Fig. 1: placement view
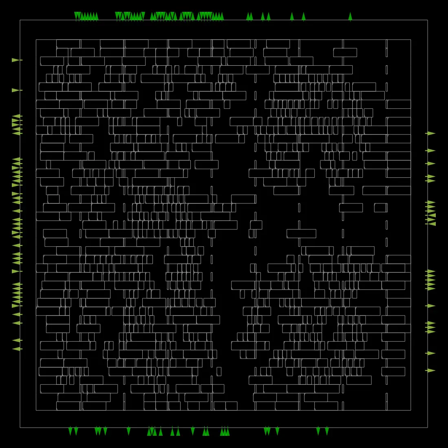
Fig. 2: M3 wires
Scale bar: 50 um.
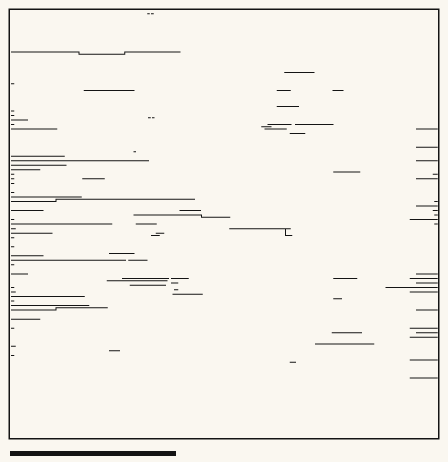
--- src/rtl/fetch_stage.sv ---
// fetch_stage: instruction-fetch front end of the 19-bit pipelined CPU.
//
// Owns the PC and the IF/ID pipeline register. Honours hazard-detector stall
// requests (PCwrite / IF_IDwrite), branch redirect + flush from EX, freezes
// fetch on a HALT opcode, and keeps saturating stall / flush counters.
//
// Ports
//   clk, rst                 clock, synchronous active-high reset
//   imem_addr / imem_data    instruction memory (combinational read, addr == pc)
//   PCwrite, IF_IDwrite      hazard-detector hold requests (0 = hold)
//   branch_taken/_target     redirect request from EX; flushes IF/ID
//   if_id_instr/_pc/_valid   IF/ID pipeline register
//   IF_rs, IF_rt             source-register fields of if_id_instr
//   halted                   fetch frozen by HALT
//   stall_cnt, flush_cnt     saturating performance counters
module fetch_stage #(
    parameter int                 ADDR_W   = 16,
    parameter logic [ADDR_W-1:0]  RESET_PC = '0,
    parameter logic [4:0]         HALT_OP  = 5'b11111,
    parameter int                 CNT_W    = 16
) (
    input  logic              clk,
    input  logic              rst,
    output logic [ADDR_W-1:0] imem_addr,
    input  logic [18:0]       imem_data,
    input  logic              PCwrite,
    input  logic              IF_IDwrite,
    input  logic              branch_taken,
    input  logic [ADDR_W-1:0] branch_target,
    output logic [18:0]       if_id_instr,
    output logic [ADDR_W-1:0] if_id_pc,
    output logic              if_id_valid,
    output logic [2:0]        IF_rs,
    output logic [2:0]        IF_rt,
    output logic              halted,
    output logic [CNT_W-1:0]  stall_cnt,
    output logic [CNT_W-1:0]  flush_cnt
);

    logic [ADDR_W-1:0] r_pc;
    logic [18:0]       r_instr;
    logic [ADDR_W-1:0] r_ifpc;
    logic              r_valid;
    logic              r_halted;
    logic [CNT_W-1:0]  r_stall_cnt;
    logic [CNT_W-1:0]  r_flush_cnt;

    logic              w_is_halt;
    logic [ADDR_W-1:0] w_pc_inc;
    logic              w_stall_sat;
    logic              w_flush_sat;

    assign w_is_halt   = (imem_data[18:14] == HALT_OP);
    assign w_pc_inc    = r_pc + 1'b1;   // wraps naturally at ADDR_W bits
    assign w_stall_sat = &r_stall_cnt;
    assign w_flush_sat = &r_flush_cnt;

    always_ff @(posedge clk) begin
        if (rst) begin
            r_pc        <= RESET_PC;
            r_instr     <= '0;
            r_ifpc      <= '0;
            r_valid     <= 1'b0;
            r_halted    <= 1'b0;
            r_stall_cnt <= '0;
            r_flush_cnt <= '0;
        end else if (branch_taken) begin
            // Flush wins over any stall request and releases a HALT.
            r_pc     <= branch_target;
            r_instr  <= '0;
            r_ifpc   <= '0;
            r_valid  <= 1'b0;
            r_halted <= 1'b0;
            if (!w_flush_sat)
                r_flush_cnt <= r_flush_cnt + 1'b1;
        end else if (r_halted) begin
            // Frozen: PC holds, IF/ID drains to a NOP and stays there.
            r_instr <= '0;
            r_valid <= 1'b0;
        end else begin
            if (IF_IDwrite) begin
                r_instr <= imem_data;
                r_ifpc  <= r_pc;
                r_valid <= 1'b1;
                if (w_is_halt)
                    r_halted <= 1'b1;
            end else if (!w_stall_sat) begin
                r_stall_cnt <= r_stall_cnt + 1'b1;
            end
            // A HALT word entering IF/ID pins the PC at its own address.
            if (PCwrite && !(IF_IDwrite && w_is_halt))
                r_pc <= w_pc_inc;
        end
    end

    assign imem_addr   = r_pc;
    assign if_id_instr = r_instr;
    assign if_id_pc    = r_ifpc;
    assign if_id_valid = r_valid;
    assign IF_rs       = r_instr[13:11];
    assign IF_rt       = r_instr[10:8];
    assign halted      = r_halted;
    assign stall_cnt   = r_stall_cnt;
    assign flush_cnt   = r_flush_cnt;

endmodule

--- config.mk ---
export PLATFORM = sky130hd
export DESIGN_NAME = fetch_stage
export DESIGN_NICKNAME = d
export VERILOG_FILES = /design/src/rtl/fetch_stage.sv
export SDC_FILE = /design/constraint.sdc
export NUM_CORES = 1
export LEC_CHECK = 0
export ABC_AREA = 1
export ABC_CLOCK_PERIOD_IN_PS = 1750
export CORE_MARGIN = 5
export CORE_UTILIZATION = 30
export CTS_CLUSTER_DIAMETER = 30
export DETAILED_ROUTE_END_ITERATION = 7
export PLACE_DENSITY_LB_ADDON = 0.15
export SYNTH_ARGS = -nofsm -noshare
export SYNTH_HDL_FRONTEND = slang
export SYNTH_SLANG_ARGS = --single-unit
--- constraint.sdc ---
create_clock -name clk -period 1.75 [get_ports clk]
set_input_delay 0.525 -clock clk [delete_from_list [all_inputs] [get_ports clk]]
set_output_delay 0.525 -clock clk [all_outputs]
set_load 0.05 [all_outputs]
==> reports/qor.txt <==
Status: finished, final reports clean
Vias: 4586
Met1 wire length: 5890 um
Cts repair resizes: 2
Fin crit share: 95.4%
Crit path DAT: 1.90 ns
Hold_ws: 0.498 ns
Sequential area share after synthesis: 40.3%
Post-Syn Area: 0.00422 sq mm
ClkCell Share: 3.83%
CTS root buf: clkbuf_16
Most instantiated logic cells after routing: nand2_1, buf_12, dfxtp_1, a21oi_1, nor2_1
Xor/xnor share: 5.40%
Adder share: 0.890%
Routed wire length: 13300 um
Tightest Pin Transition: 0.382 ns
AND-OR/OR-AND Cells, Area Fraction: 13.4%
Data buffer area share: 36.9%
Setup bufs post-CTS: 0
Core area: 0.0138 sq mm
Final Hold Fails: 0
Worst path slowest cell: clkdlybuf4s50_1
Yosys stat chip area: 0.00422 sq mm
Pre-Repair DR Iteration Count: 5
Critical R2R Capture: stall_cnt[3]
CP Class: in -> reg
Yosys cell count: 623
WL met3: 822 um
Maximum clock path buffer count: 2
Int Pwr: 3580 uW
Global route overflow: 0
# nets final: 832
RR Startpoint: stall_cnt[0]
Layout cell share with drive strength beyond 1: 23.8%
Count leader, synth: nand2_1
Delay-heaviest family, CP: buffers and inverters
Grt met2 use: 26.7%
Commonest flop: dfxtp_1
Buffers on Ports: 130
Comb gates: 462
Clock Buffer Count: 10
Post-DP HPWL: 10400 um
Switching power: 1400 uW
Die width: 129 um
Avg WL per Cell: 13.7 um
Clock-net power: 1880 uW
Notes on Fig. 1 above:
num tapcells: 180
Core Util, Final: 52.9%
row count: 43
Layout fillers: 1280

Notes on Fig. 2 above:
nets with wire on the layer = 84
main direction = horizontal
longest straight run = 41.6 um

Power figures rest on the tool's default switching activity, not on a simulated workload.
